<file path="config.mk">
export PLATFORM = sky130hd
export DESIGN_NAME = write_back
export DESIGN_NICKNAME = d
export VERILOG_FILES = /design/src/rtl/write_back.sv
export SDC_FILE = /design/constraint.sdc
export NUM_CORES = 1
export LEC_CHECK = 0
export CORE_UTILIZATION = 28
export DETAILED_ROUTE_END_ITERATION = 10
export GPL_TIMING_DRIVEN = 0
export PLACE_DENSITY = 0.71
export SETUP_SLACK_MARGIN = 0.02
export SYNTH_ARGS = -nofsm -noshare
export SYNTH_HDL_FRONTEND = slang
export SYNTH_SLANG_ARGS = --single-unit
</file>
<file path="constraint.sdc">
create_clock -name clk -period 0.8 [get_ports clk]
set_input_delay 0.24 -clock clk [delete_from_list [all_inputs] [get_ports clk]]
set_output_delay 0.24 -clock clk [all_outputs]
set_load 0.1 [all_outputs]
</file>
<file path="src/rtl/write_back.sv">
// Write-back stage register: captures the data-memory result and presents it
// one clock later. Synchronous active-low reset clears the register.
module write_back #(
  parameter int unsigned WIDTH = 16
) (
  input  logic             clk,
  input  logic             reset,
  input  logic [WIDTH-1:0] ans_dm,
  output logic [WIDTH-1:0] ans_wb
);

  logic [WIDTH-1:0] ans_wb_d;
  logic [WIDTH-1:0] ans_wb_q;

  // Reset wins over the incoming value, so an in-flight result is dropped.
  always_comb begin
    ans_wb_d = ans_dm;
    if (!reset) begin
      ans_wb_d = '0;
    end
  end

  always_ff @(posedge clk) begin
    ans_wb_q <= ans_wb_d;
  end

  assign ans_wb = ans_wb_q;

endmodule

</file>
congestion_map.png
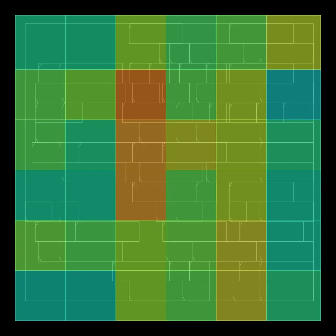
met1 GRT Util: 0.126
met3 usage: 0.0565
GR peak layer: met2
GRT Resource Usage Total: 0.122
met2 track demand over resource: 0.197

layers.png
Only two layers are drawn.
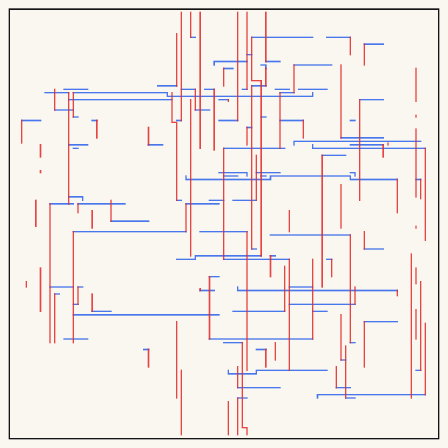
legend:
  red:
    layer: M2
    wire_length: 441 um
  blue:
    layer: M1
    wire_length: 324 um
routed length per instance: 10.1 um
Vias: 356

sizing.png
The bar under the picture is 10 um long.
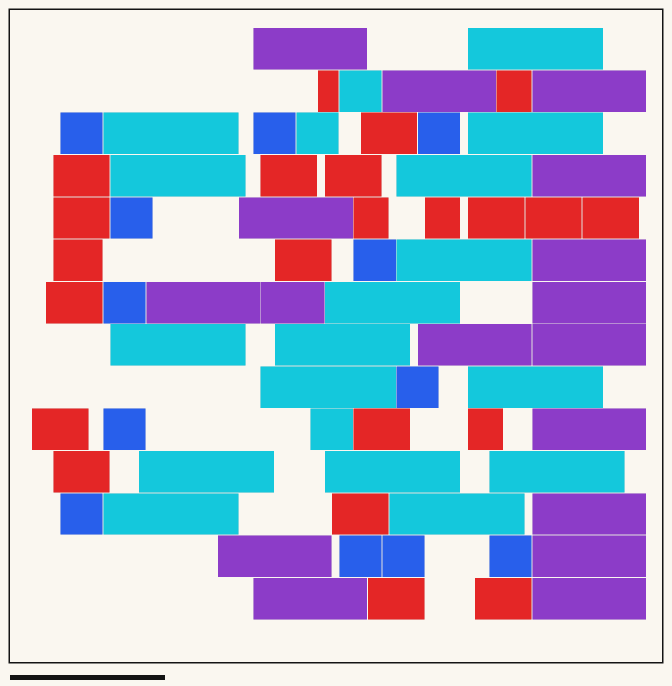
legend:
  cyan:
    size: x3 and x4
    cells: 19
    share: 27%
  blue:
    size: x2
    cells: 12
    share: 17%
  purple:
    size: x6 and larger
    cells: 17
    share: 24%
  red:
    size: x1 and smaller
    cells: 22
    share: 31%

closeup.png
Window x 17 to 42, y 0 to 25 um. Cells in gray, sequential cells in the stronger gray; small squares are vias.
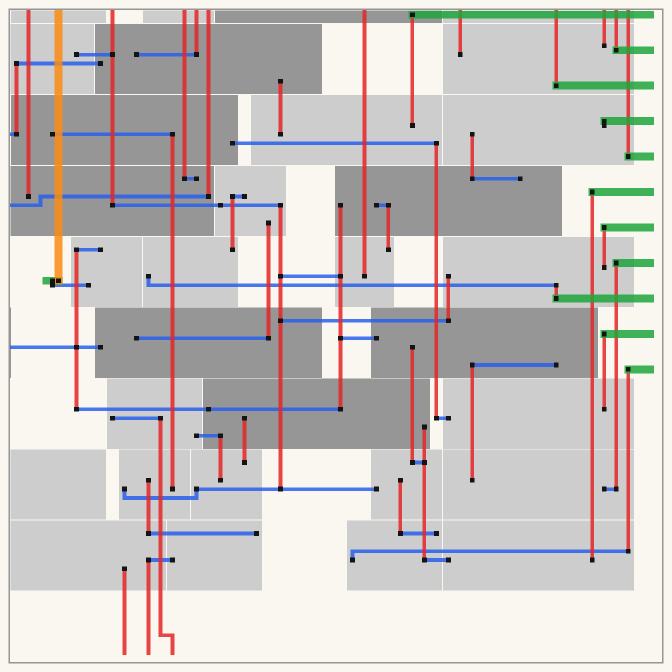
legend:
  blue:
    layer: M1
  orange:
    layer: M4
  green:
    layer: M3
  red:
    layer: M2
most frequent: buf_12 (9), dfxtp_4 (7)
cells with their middle in the window: 27
sequential cells in the window: 7
netlist names of flops here include: ans_wb (7)

floorplan.png
The bar under the picture is 10 um long. Pins as bars on the die edge. Tap cells in gray.
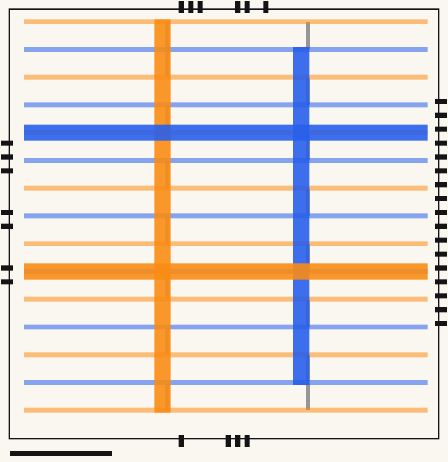
legend:
  blue:
    net: VDD
  orange:
    net: VSS
met4 straps: 2
met1 rails: 15
met5 straps: 2
tap cells: 16

==> flow_summary_export.csv <==
group,metric,value,unit
status,status,"finished with violations",
status,failed_checks,"setup timing",
die,rows,14,
cells_and_area,largest_register_ff_count,16,
synth,ys.flops,16,
setup_path,arrival,0.81,ns
clock_tree,cts_made_buffers,3,
pwr,p_switching,0.000623,W
setup_path,cp.depth,1,
final_timing,hold_viol,0,
placement,placed_cells,82,
drt,routed_wl,871,um
clock_tree,postCtsSetupRepairBufs,0,
grt,grt-ovfl-total,0,
pwr,powerDensity,1800,nW/um^2
setup_path,cp_top_family,"flip-flops",
cells_and_area,drive_above_1_share,0.686,
setup_path,critPathBufInv,1,
pwr,ir_worst_vdd,0.000841,V
synth,netlist-cell-type-count,4,
pwr,p_seq_frac,0.452,
die,die-area,1760,um^2
drt,drc_errors,0,
cells_and_area,synthToLayoutAreaGrowth,133,%
grt,grt_pass1_vias,344,
die,coreArea,1510,um^2
synth,synth_area,447,um^2
synth,synth_cells,33,
drt,dr.pass1.iters,2,
setup_path,cpPeakStageDelay,0.36,ns
setup_path,critical_path_class,"register to primary output",
final_timing,slew_violations,0,
cells_and_area,stdcell_count,86,
final_timing,rsz0062_at_grt,"true",
setup_path,crit_path_cell_trace,"buf_12",
pwr,power_frac_comb,0.325,
pwr,p_int,0.00126,W
die,die_x,41.9,um
synth,yosysCellCount,33,
synth,yosys_area,447,um^2
clock_tree,cts_max_level,1,
cells_and_area,antenna_cells,0,
clock_tree,clk_pin_slew,0.09,ns
synth,yosys_warnings,0,
placement,place_ws,-0.884,ns
pwr,cellLeakagePower,0.423,nW
final_timing,fin_crit,1.05,ns
setup_path,cp_max_fo,1,
min_path,holdPathStages,2,
pwr,finalPower,0.00188,W
final_timing,clock.fmax,953,MHz
pwr,p_sw_frac,0.331,
final_timing,fin_setup_tns,-3.87,ns
min_path,hold_path_class,"primary input to register",
final_timing,setup_ws,-0.249,ns
clock_tree,cts_tree,"built",
drt,drt-vias-per-instance,4.14,
clock_tree,clockRootBuffer,"clkbuf_4",
die,die.size.y,41.9,um
drt,dr.first_iter.drc_count,1,
drt,final_antenna_net_count,0,
cells_and_area,nets,89,
placement,numPortBuffers,33,
synth,syn-mean-instance-area,13.5,um^2
grt,antenna_found_initial,0,
grt,grt_max_degree,11,
setup_path,required,0.56,ns
grt,grt_pass1_wl,1520,um
run,warnings,28,
placement,gp_congestion,0.639,
synth,syn-num-nets,51,
final_timing,maxSlewHeadroom,0.861,
synth,ys_seq_frac,0.717,
setup_path,critPathLaunchType,"register",
final_timing,setup_violations,16,
die,io_pins,34,
setup_path,endpoint_kind,"primary output",
cells_and_area,layout_top_cells,"dfxtp_4, clkdlybuf4s50_1, buf_12",
clock_tree,numClockSinks,16,
pwr,clkPwrFrac,0.223,
clock_tree,clockBufferDepth,2,
final_timing,period_used_share,1.31,
final_timing,tightest_slew,0.208,ns
setup_path,slowest_stage,"dfxtp_4",
die,initial_core_util,0.297,
run,cap_viol_max_count,0,
==> final timing paths <==
path | from | endpoint
setup / recovery | ans_wb[15] | ans_wb[15]
hold / removal | reset | ans_wb[14]
==> power groups by stage <==
stage,clock network (W),registers (W),logic [W]
3_5_place_dp,0,0.000844,0.000521
4_1_cts,0.000441,0.000852,0.000614
5_1_grt,0.000488,0.000857,0.000629
2_1_floorplan,0,0.00116,0.0000393
3_3_place_gp,0,0.000843,0.000519
6_report,0.000419,0.000851,0.000612
==> layer usage <==
| layer | track usage | wire length, um | share of wire | up-vias |
|---|---|---|---|---|
| met5 | 0 | 0 | 0 | - |
| met4 | 0.0774 | 18 | 0.021 | 0 |
| met3 | 0.0565 | 88 | 0.10 | 2 |
| li1 | - | - | - | 173 |
| met1 | 0.126 | 324 | 0.37 | 155 |
| met2 | 0.197 | 441 | 0.51 | 26 |
==> stage by stage <==
step / utilization / hold slack [ns] / instance area, um^2
after floorplan: - / 0.367 / 507
after global placement: 0.569 / 0.818 / 857
after detailed placement: 0.569 / 0.818 / 857
after CTS: 0.692 / 0.474 / 1040
after global routing: 0.692 / 0.472 / 1040
final: 0.692 / 0.462 / 1040
==> timing repair <==
item,4_1_cts,5_1_grt
endpoints found under the setup margin,32,16
hold buffers,0,0
gates resized,145,0
==> synthesized netlist by cell type <==
cell type | n | share of area
and2_2 | 12 | 0.20
buf_6 | 1 | 0.025
dfxtp_1 | 16 | 0.72
and2_1 | 4 | 0.056
==> area by class of cell <==
| type | count | area, um^2 |
|---|---|---|
| Clock inverter | 1 | 3.75 |
| Timing Repair Buffer | 33 | 489 |
| Multi-Input combinational cell | 16 | 115 |
| Buffer | 1 | 11.3 |
| Clock buffer | 3 | 22.5 |
| Tap cell | 16 | 20.0 |
| Fill cell | 101 | 464 |
| Sequential cell | 16 | 380 |
==> logic make-up (layout without fill, tap and decap cells) <==
logic type,Yosys count,count (layout),share of synthesized area
buffers and inverters,1,38,0.0252
AND/OR/NAND/NOR,16,16,0.258
flip-flops,16,16,0.717
No activity file was given, so power comes from the tool's default toggle rates.
